==> config.mk <==
export PLATFORM = sky130hd
export DESIGN_NAME = diff_detect_sequencer
export DESIGN_NICKNAME = d
export VERILOG_FILES = /design/src/rtl/diff_detect_sequencer.sv
export SDC_FILE = /design/constraint.sdc
export NUM_CORES = 1
export LEC_CHECK = 0
export CORE_MARGIN = 8
export CORE_UTILIZATION = 35
export CTS_CLUSTER_DIAMETER = 120
export DETAILED_ROUTE_END_ITERATION = 6
export HOLD_SLACK_MARGIN = 0.02
export PLACE_DENSITY = 0.54
export SYNTH_ARGS = -nofsm -noshare
export SYNTH_HDL_FRONTEND = slang
export SYNTH_SLANG_ARGS = --single-unit
==> constraint.sdc <==
create_clock -name clk -period 3.79 [get_ports clk]
set_input_delay 0.5685 -clock clk [delete_from_list [all_inputs] [get_ports clk]]
set_output_delay 0.5685 -clock clk [all_outputs]
set_load 0.005 [all_outputs]
==> src/rtl/diff_detect_sequencer.sv <==
// Phase 0 interface detector: runs correlation_calc through repeated trials on the
// 20-pin data pair and majority-votes them into differential vs single-ended.
module diff_detect_sequencer #(
  parameter int unsigned SETTLE_CYCLES  = 16,
  parameter int unsigned MIN_EDGES      = 256,
  parameter int unsigned TIMEOUT_CYCLES = 3000000,
  parameter int unsigned NUM_TRIALS     = 3,
  parameter int unsigned DIFF_THRESH    = 200,
  parameter int unsigned SE_THRESH      = 50,
  parameter int unsigned MIN_QUALITY    = 128
) (
  input  logic        clk,
  input  logic        reset,
  input  logic        start,
  input  logic        abort,
  output logic        calc_enable,
  output logic        calc_clear,
  input  logic [7:0]  calc_correlation,
  input  logic [15:0] calc_edge_count,
  input  logic [7:0]  calc_quality,
  output logic        busy,
  output logic        done,
  output logic [1:0]  result,
  output logic [2:0]  trial_idx,
  output logic [2:0]  diff_votes,
  output logic [2:0]  se_votes,
  output logic [7:0]  last_correlation
);

  localparam int unsigned TMO_W = (TIMEOUT_CYCLES > 1) ? $clog2(TIMEOUT_CYCLES) : 1;
  localparam int unsigned SET_W = (SETTLE_CYCLES > 1) ? $clog2(SETTLE_CYCLES) : 1;

  localparam logic [TMO_W-1:0] TMO_LOAD = TMO_W'(TIMEOUT_CYCLES - 1);
  localparam logic [SET_W-1:0] SET_LOAD = SET_W'(SETTLE_CYCLES - 1);
  localparam logic [15:0]      EDGE_MIN = 16'(MIN_EDGES);
  localparam logic [7:0]       DIFF_T   = 8'(DIFF_THRESH);
  localparam logic [7:0]       SE_T     = 8'(SE_THRESH);
  localparam logic [7:0]       QUAL_MIN = 8'(MIN_QUALITY);
  localparam logic [3:0]       NT4      = 4'(NUM_TRIALS);
  localparam logic [2:0]       LAST_IDX = 3'(NUM_TRIALS - 1);

  typedef enum logic [2:0] {
    S_IDLE, S_CLEAR, S_SETTLE, S_MEASURE, S_SAMPLE, S_DECIDE, S_DONE
  } state_t;

  state_t state_q, state_d;

  logic [SET_W-1:0] settle_cnt_q, settle_cnt_d;
  logic [TMO_W-1:0] tmo_cnt_q, tmo_cnt_d;
  logic             sample_ph_q, sample_ph_d;
  logic [2:0]       trial_idx_q, trial_idx_d;
  logic [2:0]       diff_votes_q, diff_votes_d;
  logic [2:0]       se_votes_q, se_votes_d;
  logic [2:0]       nosig_q, nosig_d;
  logic [7:0]       last_corr_q, last_corr_d;
  logic [1:0]       result_q, result_d;
  logic             calc_enable_q, calc_enable_d;
  logic             calc_clear_q, calc_clear_d;
  logic             busy_q, busy_d;
  logic             done_q, done_d;

  logic       meas_hit, meas_tmo, sample_fire, qual_ok;
  logic       diff_hit, se_hit, trial_end, finish_run;
  logic [2:0] diff_new, se_new, nosig_new;

  function automatic logic [2:0] sat_inc(input logic [2:0] c, input logic en);
    if (en && (c != 3'd7)) return c + 3'd1;
    return c;
  endfunction

  // Twice the count, kept at 4 bits, against the trial total.
  function automatic logic majority(input logic [2:0] c);
    return {c, 1'b0} > NT4;
  endfunction

  // Trial classification and the trial-end decision, shared by FSM and datapath.
  always_comb begin
    meas_hit    = (state_q == S_MEASURE) && (calc_edge_count >= EDGE_MIN);
    meas_tmo    = (state_q == S_MEASURE) && !meas_hit && (tmo_cnt_q == '0);
    sample_fire = (state_q == S_SAMPLE) && sample_ph_q;
    qual_ok     = calc_quality >= QUAL_MIN;
    diff_hit    = sample_fire && qual_ok && (calc_correlation >= DIFF_T);
    se_hit      = sample_fire && qual_ok && !diff_hit && (calc_correlation <= SE_T);
    diff_new    = sat_inc(diff_votes_q, diff_hit);
    se_new      = sat_inc(se_votes_q, se_hit);
    nosig_new   = sat_inc(nosig_q, meas_tmo);
    trial_end   = meas_tmo || sample_fire;
    finish_run  = majority(diff_new) || majority(se_new) || majority(nosig_new) ||
                  (trial_idx_q == LAST_IDX);
  end

  always_ff @(posedge clk) begin
    if (reset) state_q <= S_IDLE;
    else       state_q <= state_d;
  end

  always_comb begin
    state_d = state_q;
    if (abort && (state_q != S_IDLE)) begin
      state_d = S_IDLE;
    end else begin
      case (state_q)
        S_IDLE:    if (start && !abort) state_d = S_CLEAR;
        S_CLEAR:   state_d = S_SETTLE;
        S_SETTLE:  if (settle_cnt_q == '0) state_d = S_MEASURE;
        S_MEASURE: begin
          if (meas_hit)      state_d = S_SAMPLE;
          else if (meas_tmo) state_d = finish_run ? S_DECIDE : S_CLEAR;
        end
        S_SAMPLE:  if (sample_fire) state_d = finish_run ? S_DECIDE : S_CLEAR;
        S_DECIDE:  state_d = S_DONE;
        S_DONE:    state_d = S_IDLE;
        default:   state_d = S_IDLE;
      endcase
    end
  end

  always_comb begin
    settle_cnt_d = settle_cnt_q;
    tmo_cnt_d    = tmo_cnt_q;
    sample_ph_d  = 1'b0;
    trial_idx_d  = trial_idx_q;
    diff_votes_d = diff_votes_q;
    se_votes_d   = se_votes_q;
    nosig_d      = nosig_q;
    last_corr_d  = last_corr_q;

    if ((state_q == S_IDLE) && (state_d == S_CLEAR)) begin
      trial_idx_d  = '0;
      diff_votes_d = '0;
      se_votes_d   = '0;
      nosig_d      = '0;
    end
    if (state_q == S_CLEAR) settle_cnt_d = SET_LOAD;
    if (state_q == S_SETTLE) begin
      if (settle_cnt_q != '0) settle_cnt_d = settle_cnt_q - 1'b1;
      else                    tmo_cnt_d    = TMO_LOAD;
    end
    if ((state_q == S_MEASURE) && (tmo_cnt_q != '0)) tmo_cnt_d = tmo_cnt_q - 1'b1;
    if ((state_q == S_SAMPLE) && (state_d == S_SAMPLE)) sample_ph_d = 1'b1;

    // An abort landing on the trial-end cycle discards that trial's vote.
    if (trial_end && (state_d != S_IDLE)) begin
      diff_votes_d = diff_new;
      se_votes_d   = se_new;
      nosig_d      = nosig_new;
      if (sample_fire) last_corr_d = calc_correlation;
      if (state_d == S_CLEAR) trial_idx_d = trial_idx_q + 3'd1;
    end
  end

  always_comb begin
    calc_enable_d = (state_d == S_MEASURE);
    calc_clear_d  = (state_d == S_CLEAR);
    busy_d        = (state_d == S_CLEAR) || (state_d == S_SETTLE) || (state_d == S_MEASURE) ||
                    (state_d == S_SAMPLE) || (state_d == S_DECIDE);
    done_d        = (state_d == S_DONE);
    result_d      = result_q;
    if ((state_q == S_DECIDE) && (state_d == S_DONE)) begin
      if (majority(diff_votes_q))    result_d = 2'd2;
      else if (majority(se_votes_q)) result_d = 2'd1;
      else if (majority(nosig_q))    result_d = 2'd0;
      else                           result_d = 2'd3;
    end
  end

  always_ff @(posedge clk) begin
    if (reset) begin
      settle_cnt_q  <= '0;
      tmo_cnt_q     <= '0;
      sample_ph_q   <= 1'b0;
      trial_idx_q   <= '0;
      diff_votes_q  <= '0;
      se_votes_q    <= '0;
      nosig_q       <= '0;
      last_corr_q   <= '0;
      result_q      <= '0;
      calc_enable_q <= 1'b0;
      calc_clear_q  <= 1'b0;
      busy_q        <= 1'b0;
      done_q        <= 1'b0;
    end else begin
      settle_cnt_q  <= settle_cnt_d;
      tmo_cnt_q     <= tmo_cnt_d;
      sample_ph_q   <= sample_ph_d;
      trial_idx_q   <= trial_idx_d;
      diff_votes_q  <= diff_votes_d;
      se_votes_q    <= se_votes_d;
      nosig_q       <= nosig_d;
      last_corr_q   <= last_corr_d;
      result_q      <= result_d;
      calc_enable_q <= calc_enable_d;
      calc_clear_q  <= calc_clear_d;
      busy_q        <= busy_d;
      done_q        <= done_d;
    end
  end

  assign calc_enable      = calc_enable_q;
  assign calc_clear       = calc_clear_q;
  assign busy             = busy_q;
  assign done             = done_q;
  assign result           = result_q;
  assign trial_idx        = trial_idx_q;
  assign diff_votes       = diff_votes_q;
  assign se_votes         = se_votes_q;
  assign last_correlation = last_corr_q;

endmodule

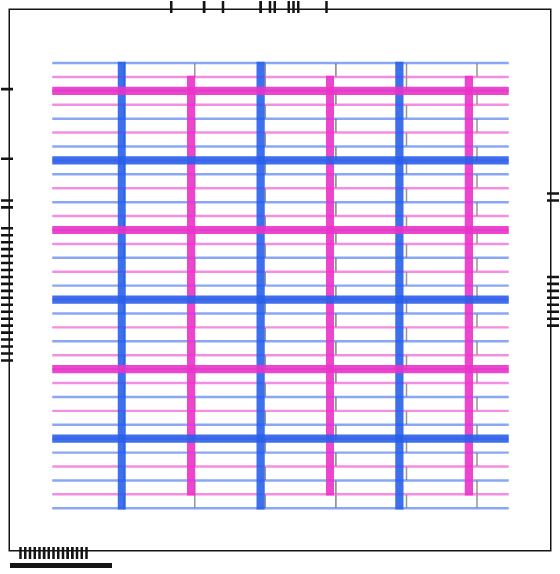
**Above:** PDN straps and rails.
Bar = 20 µm. Pins as bars on the die edge. Tap cells in gray.
- magenta: VDD
- blue: VSS
- tap cells: 102
- met1 rails: 33
- met5 straps: 6
- rows: 32
- signal pins: 59

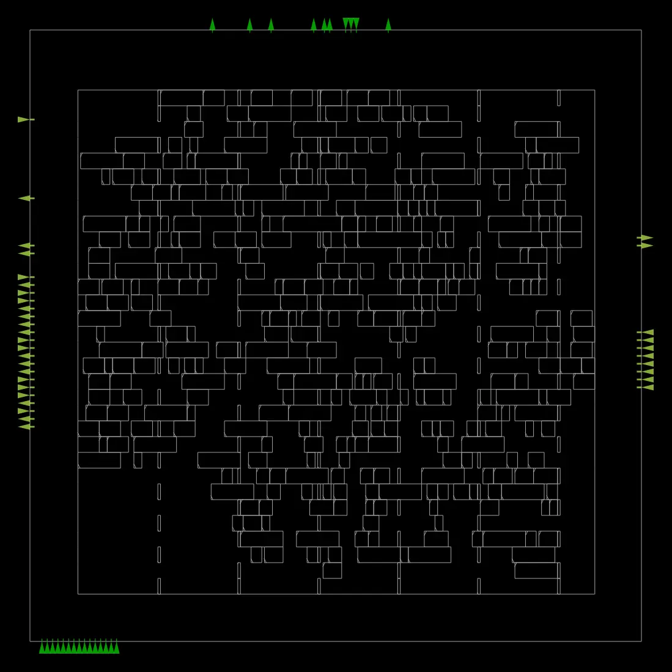
**Above:** cell outlines without signal wires.
number of cell rows: 32
flop count: 56

==> flow_summary_export.csv <==
group,metric,value,unit
clock_tree,post_cts_resized,0,
clock_tree,clkSlewWorstSetupHoldPaths,100,ps
finish,final_cell_mix,"dfxtp_1, clkdlybuf4s50_1, nor2_1",
clock_tree,htree_levels,2,
worst_setup_path,worstSetupStartpoint,"tmo_cnt_q[13]",
synth,syn_nets,361,
drt,top_layer_used,"met4",
sta,period_needed,2960,ps
die,die_x,106,µm
worst_setup_path,arrival,3170,ps
die,core,7770,µm²
global_route,grtUsageTotal,0.129,
synth,synthCells,314,
synth,ys_area,2810,µm²
worst_setup_path,crit_path_end,"nosig_q[0]",
place,detailed_place_hpwl,5.17,mm
sta,final_max_slew_viol_count,0,
clock_tree,cts_tree,"done",
synth,async_reset_ff_frac,0,
sta,finalHoldViolations,0,
drt,num_vias,2425,
clock_tree,ctsHoldBuffers,0,
run_status,outcome,"complete, no violations",
drt,ant_nets,0,
drt,met3_length,412,µm
drt,drc_errors,0,
clock_tree,cts_sinks,56,
flow_run,cap_violations,0,
clock_tree,clockRootBuffer,"clkbuf_8",
clock_tree,clk_latency,310,ps
drt,viasPerCell,5.25,
clock_tree,post_cts_buffers,0,
sta,fmax,338,MHz
drt,wl_per_cell,14.9,µm
sta,tightest_slew,859,ps
sta,setup_tns,0,ps
worst_setup_path,reg2reg_from,"tmo_cnt_q[13]",
place,io_buffers,43,
sta,post-route-period-util,0.782,
drt,routed_wl,6.88,mm
synth,ys_ff,56,
synth,ys_seq_frac,0.399,
finish,layout_top_cell,"dfxtp_1",
clock_tree,numCtsBuffers,5,
sta,finalSetupViolCount,0,
worst_setup_path,rr_endpoint,"nosig_q[0]",
pwr,powerDensity,324,nW/µm²
synth,ff_type,"dfxtp_1",
flow_run,warnings,43,
die,ios,59,
synth,ys_types,51,
global_route,grt_max_degree,26,
global_route,grt_overflow,0,
finish,fin_nets,406,
worst_hold_path,hold_path.class,"reg2reg",
synth,avgSynthCellArea,8.94,µm²
drt,met1Wirelength,3.48,mm
worst_setup_path,cp.required,3990,ps
drt,dr_wl_met2,2.90,mm
die,core_util_floorplan,0.361,
drt,drt_iter0_drc,97,
finish,n_antenna_cell,0,
synth,ys_warn_count,0,
worst_setup_path,critPathCaptureType,"register",
global_route,grt_first_pass_wirelength,12.0,mm
synth,enable_flop_cells,0,
clock_tree,clockBufferDepth,2,
die,die.size.y,106,µm
die,chipArea,11100,µm²
synth,ys_cells,314,
finish,drive_gt1_frac,0.0861,
worst_setup_path,reg2reg_depth,7,
sta,fin_ws,827,ps
pwr,cellLeakagePower,1.26,nW
synth,syn-cell-area,2810,µm²
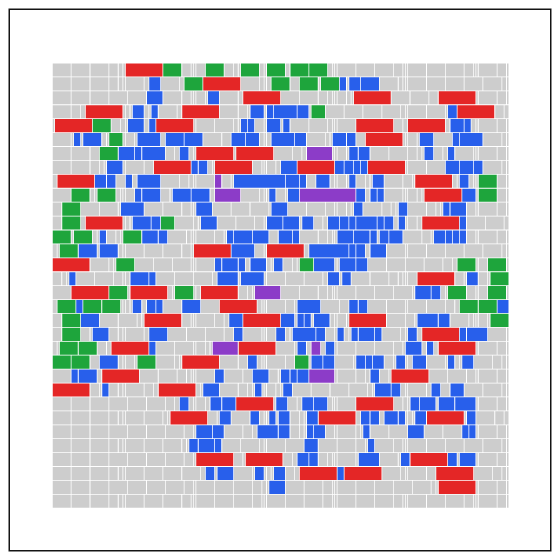
**Above:** cell classes on the final placement.
Fill, decap, tap and diode cells in gray.
- red: registers (cells 56; share of their area 34%)
- blue: remaining logic cells (cells 248; share of their area 49%)
- purple: clock drivers and dummy loads (cells 8; share of their area 3.2%)
- green: remaining buffers and delay cells (cells 48; share of their area 14%)

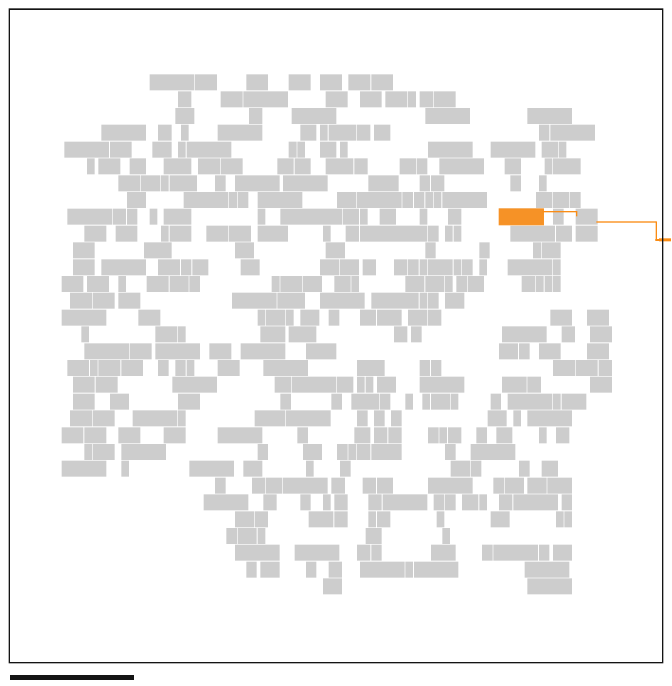
**Above:** nets reached from selected ports.
Bar = 20 µm.
- orange: `calc_clear` (direction output; edge right; end cells 1; buffers 1; wire 19.4 µm)

area by class of cell:
cell class,instances,area [µm²]
timing repair buffer,48,468
clock inverter,2,35.0
fill,792,4300
multi-input combinational,239,1610
tap,102,128
sequential,56,1120
inverter,9,33.8
clock buffer,6,72.6
report_power, final:
| group | internal, mW | leakage, nW | switching, mW | total, mW |
|---|---|---|---|---|
| combinational | 0.0572 | 0.749 | 0.0682 | 0.125 |
| clock | 0.197 | 0.0552 | 0.192 | 0.389 |
| sequential | 0.599 | 0.452 | 0.0116 | 0.611 |
| total | 0.853 | 1.26 | 0.272 | 1.13 |
worst max-delay path, stage by stage, from the launching register on:
cell and delay [ps]:
dfxtp_1 370, or4_4 570, nor4_1 550, nand3_1 240, a41oi_1 510, a21o_1 270, o21ai_2 90, mux2_2 260
per-stage QoR:
stage	instance area [µm²]	power (mW)	hold slack, ps	cells	util
2_1_floorplan	2810	0.700	456	314	-
3_3_place_gp	3360	0.749	461	454	0.433
3_5_place_dp	3360	0.751	467	454	0.433
4_1_cts	3470	1.15	488	462	0.447
5_1_grt	3470	1.19	499	462	0.447
6_report	3470	1.13	477	462	0.447
worst min-delay path by stage:
stage,slack (ps),cells after the start,from,end
floorplan,460,1,tmo_cnt_q[16],tmo_cnt_q[16]
global placement,460,2,result[0],result[0]
global route,500,2,result[0],result[0]
detailed placement,470,2,result[0],result[0]
finish,480,2,result[0],result[0]
CTS,490,2,result[0],result[0]
state kept, by name (all words and copies together), names as in the netlist:
name,count
tmo_cnt_q,22
last_correlation,8
settle_cnt_q,4
diff_votes,3
nosig_q,3
se_votes,3
state_q,3
trial_idx,3
result,2
busy,1
calc_clear,1
calc_enable,1
done,1
sample_ph_q,1
metal layers:
layer / vias up / track usage
li1: 1240 / -
met1: 1137 / 0.170
met2: 41 / 0.196
met3: 7 / 0.0438
met4: 0 / 0.0392
met5: - / 0
cells in the mapped netlist (4+ instances only):
library cell	count	area (µm²)
a211oi_1	6	45.0
a21o_1	4	30.0
a21oi_1	19	95.1
a32o_1	4	40.0
and2_1	4	25.0
and3_1	4	25.0
clkbuf_1	8	30.0
dfxtp_1	56	1120
ha_1	11	138
inv_1	9	33.8
mux2i_1	12	120
nand2_1	16	60.1
nand3_1	10	50.1
nor2_1	39	146
nor3_1	20	100
nor3b_1	4	30.0
nor4_1	9	56.3
o21ai_0	5	25.0
or2_2	4	25.0
or3_1	5	31.3
xnor2_1	6	52.6
xor2_1	8	70.1
cell families after synthesis:
logic type / Yosys count / share of synthesized area
and+or+nand+nor: 137 / 0.265
AOI/OAI and AO/OA: 62 / 0.163
DFF: 56 / 0.399
buffers and inverters: 19 / 0.0258
muxes: 15 / 0.0548
xor gates and xnor gates: 14 / 0.0437
adders and majority gates: 11 / 0.0490
No activity file was given, so power comes from the tool's default toggle rates.
